===== src/rtl/sdram_arb_pkg.sv =====
// rtl/sdram_arb_pkg.sv - shared types and constants for the SDRAM CPU-port arbiter
package sdram_arb_pkg;

    typedef enum logic [1:0] {
        ARB_IDLE,
        ARB_SETTLE,
        ARB_WAIT,
        ARB_RECOVER
    } arb_state_t;

    localparam int TO_W = 8;

endpackage


===== src/rtl/sdram_port_arbiter_rr_pick.sv =====
// rtl/sdram_port_arbiter_rr_pick.sv - combinational winner select: optional strict requester 0, else round-robin
module rr_pick #(
    parameter int N  = 3,
    parameter int IW = 2
) (
    input  logic [N-1:0]  req,
    input  logic [IW-1:0] ptr,
    input  logic          prio0,
    output logic [N-1:0]  win_oh,
    output logic [IW-1:0] win_idx,
    output logic          win_any
);

    int c;

    always_comb begin
        win_oh  = '0;
        win_idx = '0;
        win_any = 1'b0;
        c       = 0;
        if (prio0 && req[0]) begin
            win_oh[0] = 1'b1;
            win_any   = 1'b1;
        end
        // Search starts just after the last owner, so the pointer's own index comes last.
        for (int k = 1; k <= N; k++) begin
            c = int'(ptr) + k;
            if (c >= N) c = c - N;
            if (!win_any && req[c]) begin
                win_oh[c] = 1'b1;
                win_idx   = IW'(c);
                win_any   = 1'b1;
            end
        end
    end

endmodule


===== src/rtl/sdram_port_arbiter.sv =====
// rtl/sdram_port_arbiter.sv - shares the SDRAM controller byte port between NUM_REQ requesters
module sdram_port_arbiter
    import sdram_arb_pkg::*;
#(
    parameter int NUM_REQ = 3,
    parameter int AW      = 25,
    parameter int PRIO0   = 1,
    parameter int TIMEOUT = 255
) (
    input  logic                  clk,
    input  logic                  reset,
    input  logic [NUM_REQ-1:0]    req,
    input  logic [NUM_REQ-1:0]    req_we,
    input  logic [NUM_REQ*AW-1:0] req_addr,
    input  logic [NUM_REQ*8-1:0]  req_din,
    output logic [NUM_REQ-1:0]    ack,
    output logic [7:0]            rdata,
    output logic [NUM_REQ-1:0]    grant,
    output logic                  err,
    output logic [AW-1:0]         mem_addr,
    output logic [7:0]            mem_din,
    output logic                  mem_rd,
    output logic                  mem_we,
    input  logic                  mem_busy,
    input  logic [7:0]            mem_dout
);

    localparam int IW = (NUM_REQ > 1) ? $clog2(NUM_REQ) : 1;

    arb_state_t          state_q, state_d;
    logic [NUM_REQ-1:0]  ack_q, ack_d;
    logic [NUM_REQ-1:0]  grant_q, grant_d;
    logic [7:0]          rdata_q, rdata_d;
    logic                err_q, err_d;
    logic [AW-1:0]       mem_addr_q, mem_addr_d;
    logic [7:0]          mem_din_q, mem_din_d;
    logic                mem_rd_q, mem_rd_d;
    logic                mem_we_q, mem_we_d;
    logic [IW-1:0]       ptr_q, ptr_d;
    logic [IW-1:0]       widx_q, widx_d;
    logic [TO_W-1:0]     cnt_q, cnt_d;

    logic [NUM_REQ-1:0]  win_oh;
    logic [IW-1:0]       win_idx;
    logic                win_any;
    logic                done;

    rr_pick #(
        .N  (NUM_REQ),
        .IW (IW)
    ) u_pick (
        .req     (req),
        .ptr     (ptr_q),
        .prio0   (PRIO0 != 0),
        .win_oh  (win_oh),
        .win_idx (win_idx),
        .win_any (win_any)
    );

    always_comb begin
        state_d    = state_q;
        ack_d      = '0;
        grant_d    = grant_q;
        rdata_d    = rdata_q;
        err_d      = err_q;
        mem_addr_d = mem_addr_q;
        mem_din_d  = mem_din_q;
        mem_rd_d   = mem_rd_q;
        mem_we_d   = mem_we_q;
        ptr_d      = ptr_q;
        widx_d     = widx_q;
        cnt_d      = cnt_q;
        done       = 1'b0;
        case (state_q)
            ARB_IDLE: begin
                // mem_busy is deliberately ignored here: it may reflect another port's activity.
                if (win_any) begin
                    grant_d    = win_oh;
                    widx_d     = win_idx;
                    mem_addr_d = req_addr[int'(win_idx)*AW +: AW];
                    mem_din_d  = req_din[int'(win_idx)*8 +: 8];
                    mem_we_d   = req_we[win_idx];
                    mem_rd_d   = !req_we[win_idx];
                    state_d    = ARB_SETTLE;
                end
            end
            ARB_SETTLE: begin
                cnt_d   = '0;
                state_d = ARB_WAIT;
            end
            ARB_WAIT: begin
                if (!mem_busy) begin
                    done = 1'b1;
                end else if (cnt_q == TO_W'(TIMEOUT)) begin
                    done  = 1'b1;
                    err_d = 1'b1;
                end else begin
                    cnt_d = cnt_q + 1'b1;
                end
                if (done) begin
                    if (!mem_we_q) rdata_d = mem_dout;
                    ack_d    = grant_q;
                    grant_d  = '0;
                    mem_rd_d = 1'b0;
                    mem_we_d = 1'b0;
                    ptr_d    = widx_q;
                    state_d  = ARB_RECOVER;
                end
            end
            ARB_RECOVER: begin
                // One idle cycle guarantees the controller sees a fresh rd/we edge next time.
                state_d = ARB_IDLE;
            end
            default: state_d = ARB_IDLE;
        endcase
    end

    always_ff @(posedge clk or posedge reset) begin
        if (reset) begin
            state_q    <= ARB_IDLE;
            ack_q      <= '0;
            grant_q    <= '0;
            rdata_q    <= '0;
            err_q      <= 1'b0;
            mem_addr_q <= '0;
            mem_din_q  <= '0;
            mem_rd_q   <= 1'b0;
            mem_we_q   <= 1'b0;
            ptr_q      <= '0;
            widx_q     <= '0;
            cnt_q      <= '0;
        end else begin
            state_q    <= state_d;
            ack_q      <= ack_d;
            grant_q    <= grant_d;
            rdata_q    <= rdata_d;
            err_q      <= err_d;
            mem_addr_q <= mem_addr_d;
            mem_din_q  <= mem_din_d;
            mem_rd_q   <= mem_rd_d;
            mem_we_q   <= mem_we_d;
            ptr_q      <= ptr_d;
            widx_q     <= widx_d;
            cnt_q      <= cnt_d;
        end
    end

    assign ack      = ack_q;
    assign grant    = grant_q;
    assign rdata    = rdata_q;
    assign err      = err_q;
    assign mem_addr = mem_addr_q;
    assign mem_din  = mem_din_q;
    assign mem_rd   = mem_rd_q;
    assign mem_we   = mem_we_q;

endmodule


===== config.mk =====
export PLATFORM = sky130hd
export DESIGN_NAME = sdram_port_arbiter
export DESIGN_NICKNAME = d
export VERILOG_FILES = /design/src/rtl/sdram_arb_pkg.sv /design/src/rtl/sdram_port_arbiter_rr_pick.sv /design/src/rtl/sdram_port_arbiter.sv
export SDC_FILE = /design/constraint.sdc
export NUM_CORES = 1
export LEC_CHECK = 0
export CORE_ASPECT_RATIO = 1.75
export CORE_MARGIN = 2
export CORE_UTILIZATION = 45
export DETAILED_ROUTE_END_ITERATION = 16
export GPL_TIMING_DRIVEN = 0
export HOLD_SLACK_MARGIN = 0.08
export PLACE_DENSITY_LB_ADDON = 0.15
export SLEW_MARGIN = 20
export SYNTH_ARGS = -nofsm -noshare
export SYNTH_HDL_FRONTEND = slang
export SYNTH_HIERARCHICAL = 1
export SYNTH_SLANG_ARGS = --single-unit
export TNS_END_PERCENT = 50

===== constraint.sdc =====
create_clock -name clk -period 3.85 [get_ports clk]
set_input_delay 0.77 -clock clk [delete_from_list [all_inputs] [get_ports clk]]
set_output_delay 0.77 -clock clk [all_outputs]
set_load 0.005 [all_outputs]

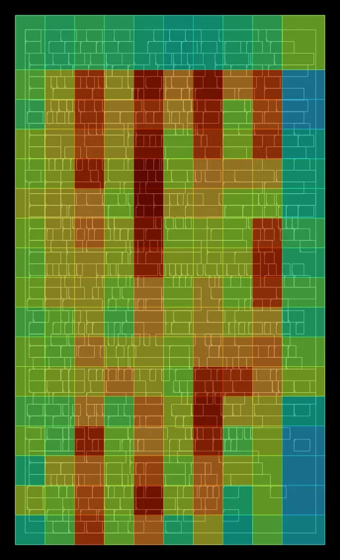
*Routing congestion, run 1*
Global Route met2 Usage: 0.442
met3 global-route usage: 0.0766

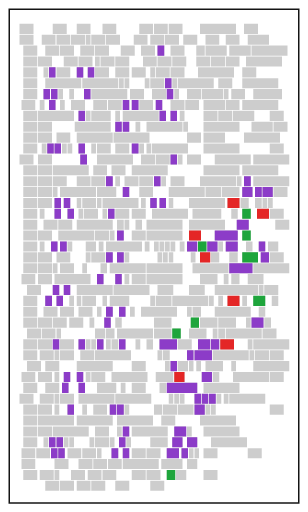
*Selected gate families, run 1*
Drawn at 4 px/um.
- green: and/or cells (cells 8; where middle right)
- red: non-inverting ao/oa cells (cells 7; where middle right)
- purple: aoi and oai cells (cells 97)
commonest non-fill, non-tap cell in the layout: clkdlybuf4s50_1
non-filler cells in the finished layout: 656
Comb area share: 0.328

==> results.cfg, run 1 <==
; flow metrics
[run_status]
status = finished clean

[synthesis]
logic_family = AND-OR/OR-AND gates
ys_warn_count = 6
synth_stat.cells = 384
ys_types = 54
ys_area_mm2 = 0.00364
ys_sh_mux = 0.157
ys_sh_xor = 0
top_cells_by_count = dfrtp_1, nand2_1, nor2_1
ys_seq_frac = 0.440
top_cells_by_area = dfrtp_1, mux2i_1, o21ai_0, nand2_1, a21oi_1

[global_route]
gr-usage-met1 = 0.251
grt_pass1_vias = 3654
grt_pass1_wl_um = 16900
grt_use_total = 0.247
antenna_found_initial = 0

[clocking]
clock_tree.root_cell = clkbuf_16
clk_latency_ps = 330
clockBufferDepth = 2
path_clk_slew_ps = 50
cts_sinks = 64
cts-htree-levels = 3
cts_made_buffers = 9

[setup_path]
cp_common_cell = buf_2
cp.arrival_ps = 3460
end_kind = flop
cp_slowest_cell = clkdlybuf4s50_1

[sta]
setup_ws_ps = 580
hold_ws_ps = 468
clock_skew_ps = 6.67
setup_tns_ps = 0
period_used_share = 0.849

[placement]
portBuffers = 165
place_area_mm2 = 0.00543
gp_congestion = 0.897

[finish]
layout.nets = 686
fin_area_mm2 = 0.00575
seqCellArea_mm2 = 0.00160
logic_area_mm2 = 0.00188
area_growth_pct = 57.8

[detailed_routing]
ant_nets = 0
num_vias = 3453

[job]
drv_cap = 0
tool_warnings = 32

[power]
peakVddDrop_mv = 0.396

[floorplanning]
fp.dieH_um = 123
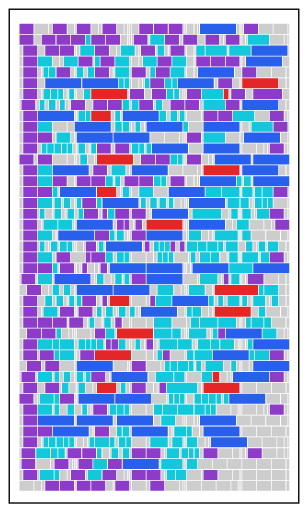
*Placement by cell class, run 1*
Drawn at 4 px/um. Fill, decap, tap and diode cells in gray.
- cyan: remaining logic cells (cells 297; share of their area 34%)
- blue: registers (cells 64; share of their area 28%)
- purple: remaining buffers and delay cells (cells 189; share of their area 32%)
- red: clock drivers and dummy loads (cells 16; share of their area 5.7%)
row count: 43
core region area: 0.00791 mm^2
post-layout util: 0.727

==> run 1: worst paths after layout <==
kind	from	end	slack [ps]	cells after the start
setup / recovery	req[2]	mem_din[0]	580	11
hold / removal	err	err	470	1
setup reg to reg	ptr_q[0]	mem_din[0]	680	13
hold reg to reg	err	err	470	1
max in group asynchronous	reset	cnt_q[3]	2560	3
min in group asynchronous	reset	rdata[3]	770	2
==> run 1: cells by family after synthesis <==
| group | after synthesis |
|---|---|
| AOI/OAI and AO/OA | 104 |
| adders and majority gates | 9 |
| buffers and inverters | 35 |
| DFF | 64 |
| muxes | 52 |
| other | 1 |
| and+or+nand+nor | 119 |
==> run 1: state kept, by name (all words and copies together), names as in the netlist <==
signal	cells
state_q	2
err	1
ptr_q	2
cnt_q	8
ack	3
mem_we	1
grant	3
mem_rd	1
rdata	8
mem_addr	25
mem_din	8
widx_q	2
==> run 1: worst max-delay path: cells and delay by family <==
kind / cells / cell delay [ps]
buffers and inverters: 3 / 1150
AND-OR/OR-AND: 4 / 720
multiplexers: 2 / 540
AND/OR/NAND/NOR: 2 / 270
==> run 1: layout make-up <==
| cell class | count | share of cell area |
|---|---|---|
| inverters | 12 | 0.00827 |
| clock inverters | 2 | 0.00609 |
| repair buffers | 166 | 0.291 |
| clock buffers | 14 | 0.0494 |
| plain buffers | 23 | 0.0196 |
| flip-flops and latches | 64 | 0.279 |
| well taps | 90 | 0.0196 |
| multi-input cells | 285 | 0.328 |
==> run 1: power by group <==
part           total [mW]  internal (mW)  switching [mW]
combinational        2.18           1.10            1.08
sequential           1.13          0.955           0.174
clock               0.858          0.571           0.287
==> run 1: cell usage in the layout, fill, tap and decap left out, types with 3 or more instances in the layout <==
master / n
mux2_2: 5
nand3_1: 6
dfrtp_1: 64
o21ai_0: 38
ha_1: 9
clkbuf_16: 9
clkbuf_1: 10
buf_2: 9
and2_1: 3
clkbuf_8: 4
a21oi_1: 35
clkdlybuf4s50_1: 165
nor2b_1: 3
nand2_1: 49
nor2_1: 41
o21ai_1: 3
inv_1: 11
nand3b_1: 3
o31ai_1: 3
mux2_4: 9
mux2i_1: 38
==> run 1: metal layers <==
layer  share of wire  routed length [um]
met2            0.54                5720
met3           0.069                 729
met5               0                   0
met4           0.035                 366
met1            0.35                3720
==> run 1: per-stage QoR <==
stage	utilization	cells
after CTS	0.727	656
final	0.727	656
after global routing	0.727	656
after global placement	0.684	639
after detailed placement	0.687	640
after floorplan	-	384
### Met3 routing, run 1

Drawn at 4 px/um.
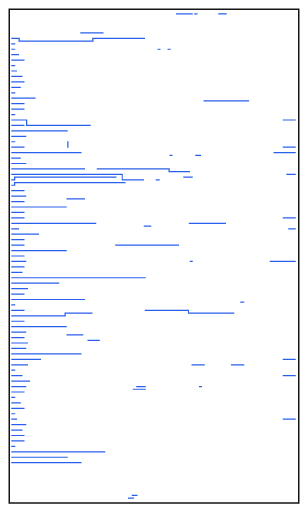

--- run 2 (diff from run 1) ---
Settings changed: CORE_UTILIZATION 45 to 42.
Clock period 3.85 ns to 3.2 ns, I/O delays scaled along.
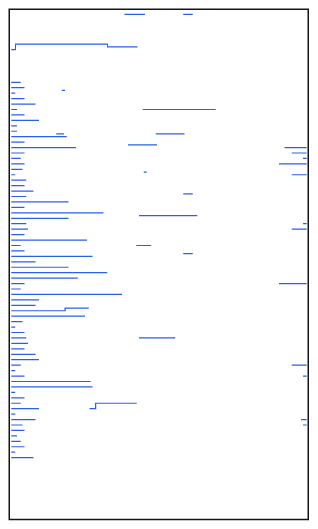
*Met3 routing, run 2*
Drawn at 4 px/um.
- share of all routed wire: 5.9%
- main direction: horizontal
- nets with wire on the layer: 89
final wirelength: 10200 um
via count: 3449
met3 global-route usage: 0.0726

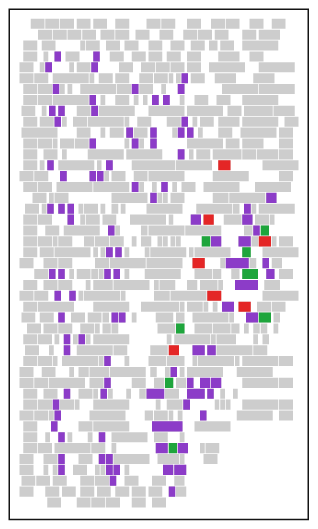
*Selected gate families, run 2*
Drawn at 4 px/um.
- purple: aoi and oai cells (cells 97)
- green: and/or cells (cells 8)
- red: non-inverting ao/oa cells (cells 7)
non-filler cells in the finished layout: 682
Comb area share: 0.326

==> results.cfg, run 2 <==
; flow metrics
[finish]
largest_reg_flops = 25
layout_top_cell = clkdlybuf4s50_1
fin_area_mm2 = 0.00578
layout.nets = 686
layout_top_cells = clkdlybuf4s50_1, dfrtp_1, nand2_1, nor2_1
drive_above_1_share = 0.104
area_growth_pct = 58.6
final_core_util = 0.675

[synthesis]
synthArstFlopShare = 1.00
ys_seq_frac = 0.440
ys_area_mm2 = 0.00364
flop_cell = dfrtp_1
synthCells = 384
numSynthFlops = 64
ys_types = 54
ys_warn_count = 6
edf_count = 0
synth_area_mm2 = 0.00364
yosysTopAreaCell = dfrtp_1
top_cells_by_area = dfrtp_1, mux2i_1, o21ai_0, nand2_1, a21oi_1
top_cells_by_count = dfrtp_1, nand2_1, nor2_1
synth_stat.cells = 384

[clocking]
clockBufferDepth = 2
clock_tree.root_cell = clkbuf_16
path_clk_slew_ps = 50
clk_latency_ps = 330
cts_sinks = 64
cts_made_buffers = 9
cts-htree-levels = 3
cts_resized = 0

[global_route]
antenna_found_initial = 0
grt_pass1_wl_um = 16400
grt_max_degree = 42
grt_pass1_vias = 3516
grt_use_total = 0.225

[job]
tool_warnings = 32
drv_cap = 0

[sta]
period_used_share = 0.925
setup_viol = 0
clock_skew_ps = 6.26
finalHoldViolCount = 0
hold_ws_ps = 476

[setup_path]
end_kind = flop
cp_max_fo = 10
crit_type = input pin to flop
cp.arrival_ps = 3200

[floorplanning]
die_width_um = 74.4
rows = 45
coreArea_mm2 = 0.00856
ios = 166
fp.dieH_um = 127

[placement]
gp_congestion = 0.822
portBuffers = 165
place_area_mm2 = 0.00546

[power]
peakVddDrop_mv = 0.414

[detailed_routing]
drtIter0Drc = 85
ant_nets = 0

[run_status]
status = finished clean
## run 2: cells by family after synthesis
group,Yosys count,synth area share
AOI/OAI and AO/OA,104,0.177
adders and majority gates,9,0.0309
buffers and inverters,35,0.0433
DFF,64,0.440
muxes,52,0.157
other,1,0.00103
and+or+nand+nor,119,0.151
## run 2: routing by layer
| layer | global-route usage | share of wire | vias to the layer above |
|---|---|---|---|
| li1 | - | - | 1691 |
| met1 | 0.238 | 0.37 | 1646 |
| met2 | 0.398 | 0.56 | 102 |
| met3 | 0.0726 | 0.059 | 10 |
| met4 | 0.0903 | 0.015 | 0 |
| met5 | 0 | 0 | - |
## run 2: per-stage QoR
| stage | setup slack, ps | TNS [ps] | std cells |
|---|---|---|---|
| after floorplan | 588 | 0 | 384 |
| after global placement | -181 | -9720 | 666 |
| after detailed placement | -235 | -3490 | 667 |
| after CTS | 63.9 | 0 | 682 |
| after global routing | 20.4 | 0 | 682 |
| final | 240 | 0 | 682 |
## run 2: layout make-up
cell class	instances	area, um^2
plain buffers	23	119
clock buffers	13	270
clock inverters	2	37.5
fillers	740	2780
inverters	12	47.5
multi-input cells	285	1880
flip-flops and latches	64	1600
well taps	117	146
repair buffers	166	1670
## run 2: worst paths after layout
kind | startpoint | end | slack [ps] | depth (start not counted)
max in group asynchronous | reset | ptr_q[0] | 2040 | 3
min reg2reg | mem_addr[19] | mem_addr[19] | 480 | 2
max reg2reg | ptr_q[0] | mem_addr[20] | 250 | 11
min | mem_addr[19] | mem_addr[19] | 480 | 2
min in group asynchronous | reset | rdata[2] | 620 | 2
max | req[2] | mem_addr[20] | 240 | 10
## run 2: power breakdown
part | switching (mW) | total [mW] | internal (mW)
sequential | 0.205 | 1.36 | 1.15
clock | 0.339 | 1.00 | 0.662
combinational | 1.29 | 2.62 | 1.33
## run 2: worst max-delay path: stages
cell,delay [ps]
clkdlybuf4s50_1,530
mux2_4,310
a21oi_2,250
nand3_2,120
or2_1,280
nand2_1,240
clkbuf_1,370
clkbuf_2,300
nand2_1,70
o21ai_0,70
Power is estimated from default activity; no workload was simulated.
